==> run_1/clk_routes.png <==
Scale bar: 20 um.
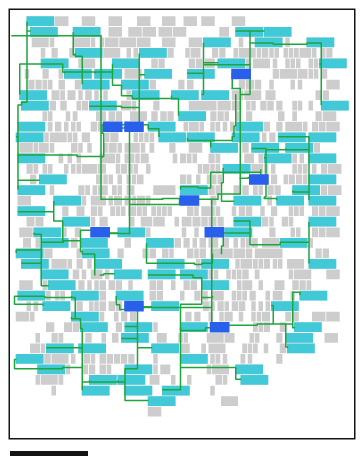
==> run_1/clocks.png <==
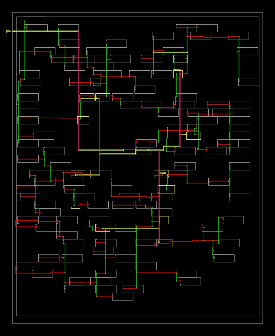
==> run_1/wires.png <==
Scale bar: 20 um.
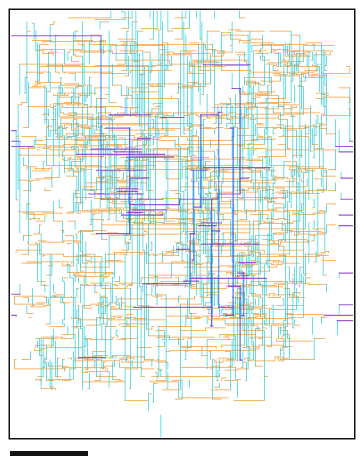
==> run_1/flops_by_reg.png <==
Other sequential cells in the stronger gray, the rest of the logic in the fainter gray.
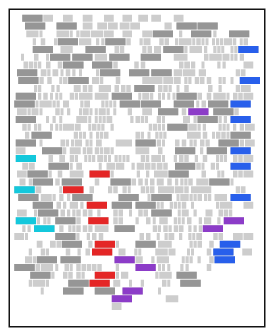
==> config.mk <==
export PLATFORM = sky130hd
export DESIGN_NAME = ssd1306_spi_ctrl
export DESIGN_NICKNAME = d
export VERILOG_FILES = /design/src/rtl/ssd1306_spi_ctrl.sv
export SDC_FILE = /design/constraint.sdc
export NUM_CORES = 1
export LEC_CHECK = 0
export ABC_AREA = 1
export CAP_MARGIN = 20
export CORE_ASPECT_RATIO = 1.25
export CORE_UTILIZATION = 51
export CTS_BUF_LIST = sky130_fd_sc_hd__clkbuf_8
export DETAILED_ROUTE_END_ITERATION = 8
export PLACE_DENSITY = 0.71
export SYNTH_ARGS = -nofsm -noshare
export SYNTH_HDL_FRONTEND = slang
export SYNTH_SLANG_ARGS = --single-unit
==> constraint.sdc <==
create_clock -name clk -period 3 [get_ports clk]
set_input_delay 0.6 -clock clk [delete_from_list [all_inputs] [get_ports clk]]
set_output_delay 0.6 -clock clk [all_outputs]
set_load 0.02 [all_outputs]
==> src/rtl/ssd1306_spi_ctrl.sv <==
// SSD1306 4-wire SPI front end: synchronises the raw SPI pins into clk, assembles bytes,
// runs the addressing/display command set and emits byte writes into the page-organised frame buffer.
module ssd1306_spi_ctrl #(
   parameter int COLS   = 128,
   parameter int PAGES  = 8,
   parameter int ADDR_W = 10
) (
   input  logic              clk,
   input  logic              greset,
   input  logic              wclk,
   input  logic              din,
   input  logic              cs,
   input  logic              dc,
   output logic              fb_we,
   output logic [ADDR_W-1:0] fb_addr,
   output logic [7:0]        fb_data,
   output logic              disp_on,
   output logic              invert,
   output logic [7:0]        contrast
);
   localparam int CW = $clog2(COLS);
   localparam int PW = $clog2(PAGES);

   localparam logic [1:0] S_IDLE = 2'd0;
   localparam logic [1:0] S_ARG1 = 2'd1;
   localparam logic [1:0] S_ARG2 = 2'd2;
   localparam logic [1:0] S_SKIP = 2'd3;

   localparam logic [1:0] M_HORIZ = 2'b00;
   localparam logic [1:0] M_VERT  = 2'b01;
   localparam logic [1:0] M_PAGE  = 2'b10;

   // Pin order {dc, cs, din, wclk}; wclk and cs reset high so reset never fakes an edge or a select.
   localparam logic [3:0] SYNC_RST = 4'b0101;

   logic [3:0]        sync1_q, sync1_d, sync2_q, sync2_d;
   logic              wclk_prev_q, wclk_prev_d;
   logic              sclk_rise;
   logic [2:0]        cnt_q, cnt_d;
   logic [7:0]        shift_q, shift_d;
   logic              byte_valid_q, byte_valid_d;
   logic [7:0]        rx_byte_q, rx_byte_d;
   logic              rx_dc_q, rx_dc_d;
   logic [1:0]        state_q, state_d;
   logic [7:0]        cmd_q, cmd_d;
   logic [CW-1:0]     arg_q, arg_d;
   logic [1:0]        mode_q, mode_d;
   logic [CW-1:0]     col_q, col_d, col_start_q, col_start_d, col_end_q, col_end_d;
   logic [PW-1:0]     page_q, page_d, page_start_q, page_start_d, page_end_q, page_end_d;
   logic              fb_we_q, fb_we_d;
   logic [ADDR_W-1:0] fb_addr_q, fb_addr_d;
   logic [7:0]        fb_data_q, fb_data_d;
   logic              disp_on_q, disp_on_d, invert_q, invert_d;
   logic [7:0]        contrast_q, contrast_d;

   always_comb begin
      sync1_d     = {dc, cs, din, wclk};
      sync2_d     = sync1_q;
      wclk_prev_d = sync2_q[0];
   end

   assign sclk_rise = sync2_q[0] & ~wclk_prev_q;

   always_comb begin
      cnt_d        = cnt_q;
      shift_d      = shift_q;
      byte_valid_d = 1'b0;
      rx_byte_d    = rx_byte_q;
      rx_dc_d      = rx_dc_q;
      if (sync2_q[2]) begin
         cnt_d = 3'd0;
      end else if (sclk_rise) begin
         shift_d = {shift_q[6:0], sync2_q[1]};
         cnt_d   = cnt_q + 3'd1;
         if (cnt_q == 3'd7) begin
            byte_valid_d = 1'b1;
            rx_byte_d    = shift_d;
            rx_dc_d      = sync2_q[3];
         end
      end
   end

   always_comb begin
      state_d      = state_q;
      cmd_d        = cmd_q;
      arg_d        = arg_q;
      mode_d       = mode_q;
      col_d        = col_q;
      col_start_d  = col_start_q;
      col_end_d    = col_end_q;
      page_d       = page_q;
      page_start_d = page_start_q;
      page_end_d   = page_end_q;
      fb_we_d      = 1'b0;
      fb_addr_d    = fb_addr_q;
      fb_data_d    = fb_data_q;
      disp_on_d    = disp_on_q;
      invert_d     = invert_q;
      contrast_d   = contrast_q;
      if (byte_valid_q && rx_dc_q) begin
         fb_we_d   = 1'b1;
         fb_addr_d = ADDR_W'(page_q) * ADDR_W'(COLS) + ADDR_W'(col_q);
         fb_data_d = rx_byte_q;
         // ">=" rather than "==" so a window with start > end wraps on every byte.
         case (mode_q)
            M_HORIZ: begin
               if (col_q >= col_end_q) begin
                  col_d  = col_start_q;
                  page_d = (page_q >= page_end_q) ? page_start_q : page_q + PW'(1);
               end else begin
                  col_d = col_q + CW'(1);
               end
            end
            M_VERT: begin
               if (page_q >= page_end_q) begin
                  page_d = page_start_q;
                  col_d  = (col_q >= col_end_q) ? col_start_q : col_q + CW'(1);
               end else begin
                  page_d = page_q + PW'(1);
               end
            end
            default: begin
               col_d = (col_q >= col_end_q) ? col_start_q : col_q + CW'(1);
            end
         endcase
      end else if (byte_valid_q) begin
         case (state_q)
            S_IDLE: begin
               casez (rx_byte_q)
                  8'hAE: disp_on_d = 1'b0;
                  8'hAF: disp_on_d = 1'b1;
                  8'hA6: invert_d  = 1'b0;
                  8'hA7: invert_d  = 1'b1;
                  8'b0000_????: col_d[3:0]    = rx_byte_q[3:0];
                  8'b0001_0???: col_d[CW-1:4] = rx_byte_q[CW-5:0];
                  8'b1011_0???: page_d        = rx_byte_q[PW-1:0];
                  8'h81, 8'h20, 8'h21, 8'h22: begin
                     state_d = S_ARG1;
                     cmd_d   = rx_byte_q;
                  end
                  8'h8D, 8'hA8, 8'hD3, 8'hD5, 8'hD9, 8'hDA, 8'hDB: state_d = S_SKIP;
                  default: ;
               endcase
            end
            S_ARG1: begin
               state_d = S_IDLE;
               case (cmd_q)
                  8'h81: contrast_d = rx_byte_q;
                  8'h20: if (rx_byte_q[1:0] != 2'b11) mode_d = rx_byte_q[1:0];
                  default: begin
                     arg_d   = rx_byte_q[CW-1:0];
                     state_d = S_ARG2;
                  end
               endcase
            end
            S_ARG2: begin
               state_d = S_IDLE;
               if (cmd_q == 8'h21) begin
                  col_start_d = arg_q;
                  col_end_d   = rx_byte_q[CW-1:0];
                  col_d       = arg_q;
               end else begin
                  page_start_d = arg_q[PW-1:0];
                  page_end_d   = rx_byte_q[PW-1:0];
                  page_d       = arg_q[PW-1:0];
               end
            end
            default: state_d = S_IDLE;
         endcase
      end
   end

   always_ff @(posedge clk) begin
      if (greset) begin
         sync1_q      <= SYNC_RST;
         sync2_q      <= SYNC_RST;
         wclk_prev_q  <= 1'b1;
         cnt_q        <= 3'd0;
         shift_q      <= 8'd0;
         byte_valid_q <= 1'b0;
         rx_byte_q    <= 8'd0;
         rx_dc_q      <= 1'b0;
         state_q      <= S_IDLE;
         cmd_q        <= 8'd0;
         arg_q        <= '0;
         mode_q       <= M_PAGE;
         col_q        <= '0;
         col_start_q  <= '0;
         col_end_q    <= CW'(COLS - 1);
         page_q       <= '0;
         page_start_q <= '0;
         page_end_q   <= PW'(PAGES - 1);
         fb_we_q      <= 1'b0;
         fb_addr_q    <= '0;
         fb_data_q    <= 8'd0;
         disp_on_q    <= 1'b0;
         invert_q     <= 1'b0;
         contrast_q   <= 8'h7F;
      end else begin
         sync1_q      <= sync1_d;
         sync2_q      <= sync2_d;
         wclk_prev_q  <= wclk_prev_d;
         cnt_q        <= cnt_d;
         shift_q      <= shift_d;
         byte_valid_q <= byte_valid_d;
         rx_byte_q    <= rx_byte_d;
         rx_dc_q      <= rx_dc_d;
         state_q      <= state_d;
         cmd_q        <= cmd_d;
         arg_q        <= arg_d;
         mode_q       <= mode_d;
         col_q        <= col_d;
         col_start_q  <= col_start_d;
         col_end_q    <= col_end_d;
         page_q       <= page_d;
         page_start_q <= page_start_d;
         page_end_q   <= page_end_d;
         fb_we_q      <= fb_we_d;
         fb_addr_q    <= fb_addr_d;
         fb_data_q    <= fb_data_d;
         disp_on_q    <= disp_on_d;
         invert_q     <= invert_d;
         contrast_q   <= contrast_d;
      end
   end

   assign fb_we    = fb_we_q;
   assign fb_addr  = fb_addr_q;
   assign fb_data  = fb_data_q;
   assign disp_on  = disp_on_q;
   assign invert   = invert_q;
   assign contrast = contrast_q;
endmodule

==> metrics.csv, run 1 <==
metric;value;unit
outcome;finished, final reports clean;
comb_share;40.27;%
diodes;0;
die_w;88.67;um
cts_root_buf;clkbuf_8;
ff_latch_area;0.002142;sq mm
post-route-cell-area;0.005396;sq mm
cp.depth;11;
synthArstFlopShare;0;%
reg2reg_depth;11;
powerComb;0.0000490;W
cts.sinks;107;
dr.first_iter.drc_count;231;
grtUsageMet1;28.25;%
power;0.002333;W
drive_above_1_share;9.295;%
fin_cells;790;
xor_share;0.5487;%
startpoint_type;flip-flop;
dp_slack;1.003;ns
grt_pass1_wl;17180;um
fmax;491.7;MHz
top_layer;met4;
lay_top_count;dfxtp_1;
synth.avg_cell_area;7.470;sq um
gr-total-overflow;0;
std_cell_rows;39;
power.internal;0.001768;W
About clk_routes.png:
clock drivers: drawn in blue, count 9. clock wires: drawn in green, length 1150 um. flip-flops: drawn in cyan, count 107.
There are 10 routed clock nets. Position of the flops: widely spread.

About clocks.png:
P_clk: 0.000856 W
clock buffer count from CTS: 9
Clock Skew: 0.01387 ns
clk_lat worst skew: 0.38 ns

About wires.png:
metal 4: drawn in blue, wire length 318 um. metal 3: drawn in purple, wire length 430 um. metal 1: drawn in orange, wire length 4650 um. metal 2: drawn in cyan, wire length 4930 um.

About flops_by_reg.png:
fb_addr: drawn in blue, placed flops 10. sync1_q: drawn in cyan, placed flops 4. rx_byte_q: drawn in red, placed flops 8. col_end_q: drawn in purple, placed flops 7, where south.

==> run 2, diff against run 1 <==
- clock period: 3 -> 1.94 ns (I/O delays scaled with it)
==> run_2/flops_by_reg.png <==
Other sequential cells in the stronger gray, the rest of the logic in the fainter gray.
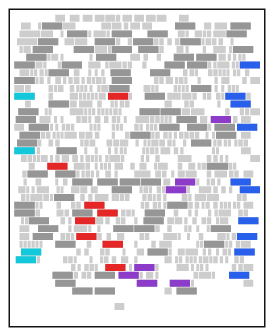
sync1_q: drawn in cyan, placed flops 4. col_end_q: drawn in purple, placed flops 7. rx_byte_q: drawn in red, placed flops 8. fb_addr: drawn in blue, placed flops 10.
Another 78 sequential cells are not colored.

==> run 2 against run 1 <==
Compared with the run above: sequential power grew 55%; critical path depth down 3; design area grew 1.7%; clock-buffer cell count unchanged; combinational power up about 60%; final cell count increased by 1.6%; wire length rose by 4.2%; highest routed layer unchanged; synthesized cell count stayed put; area after synthesis is the same.
==> metrics.csv, run 2 <==
metric;value;unit;change
cp.depth;8;;-3
xor_share;0.5487;%;unchanged
comb_share;39.72;%;-0.55 points
power.internal;0.002711;W;+53%
grt_pass1_wl;17880;um;+4.1%
fmax;566.2;MHz;+15%
reg2reg_depth;8;;-3
dp_slack;0.1040;ns;-0.8989 ns
cts_root_buf;clkbuf_8;;
clock_skew;0.01679;ns;+0.002922 ns
power;0.003529;W;+51%
pg_clk;0.00124;W;+45%
ff_latch_area;0.002143;sq mm;about the same
cts_made_buffers;9;;unchanged
top_layer;met4;;
fin_cells;803;;+1.6%
diodes;0;;unchanged
post-route-cell-area;0.005490;sq mm;+1.7%
std_cell_rows;39;;unchanged
powerComb;0.0000786;W;+60%
outcome;finished, final reports clean;;
insertion_delay;0.37;ns;about the same
lay_top_count;dfxtp_1;;
dr.first_iter.drc_count;358;;+55%
startpoint_type;flip-flop;;
drive_above_1_share;11.32;%;+2.0 points
gr-total-overflow;0;;unchanged
==> run_2/wires.png <==
Scale bar: 20 um.
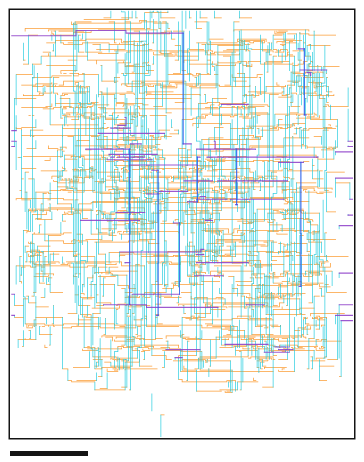
metal 1: drawn in orange, wire length 4660 um. metal 4: drawn in blue, wire length 199 um. metal 3: drawn in purple, wire length 460 um. metal 2: drawn in cyan, wire length 5450 um.

Power figures rest on the tool's default switching activity, not on a simulated workload.
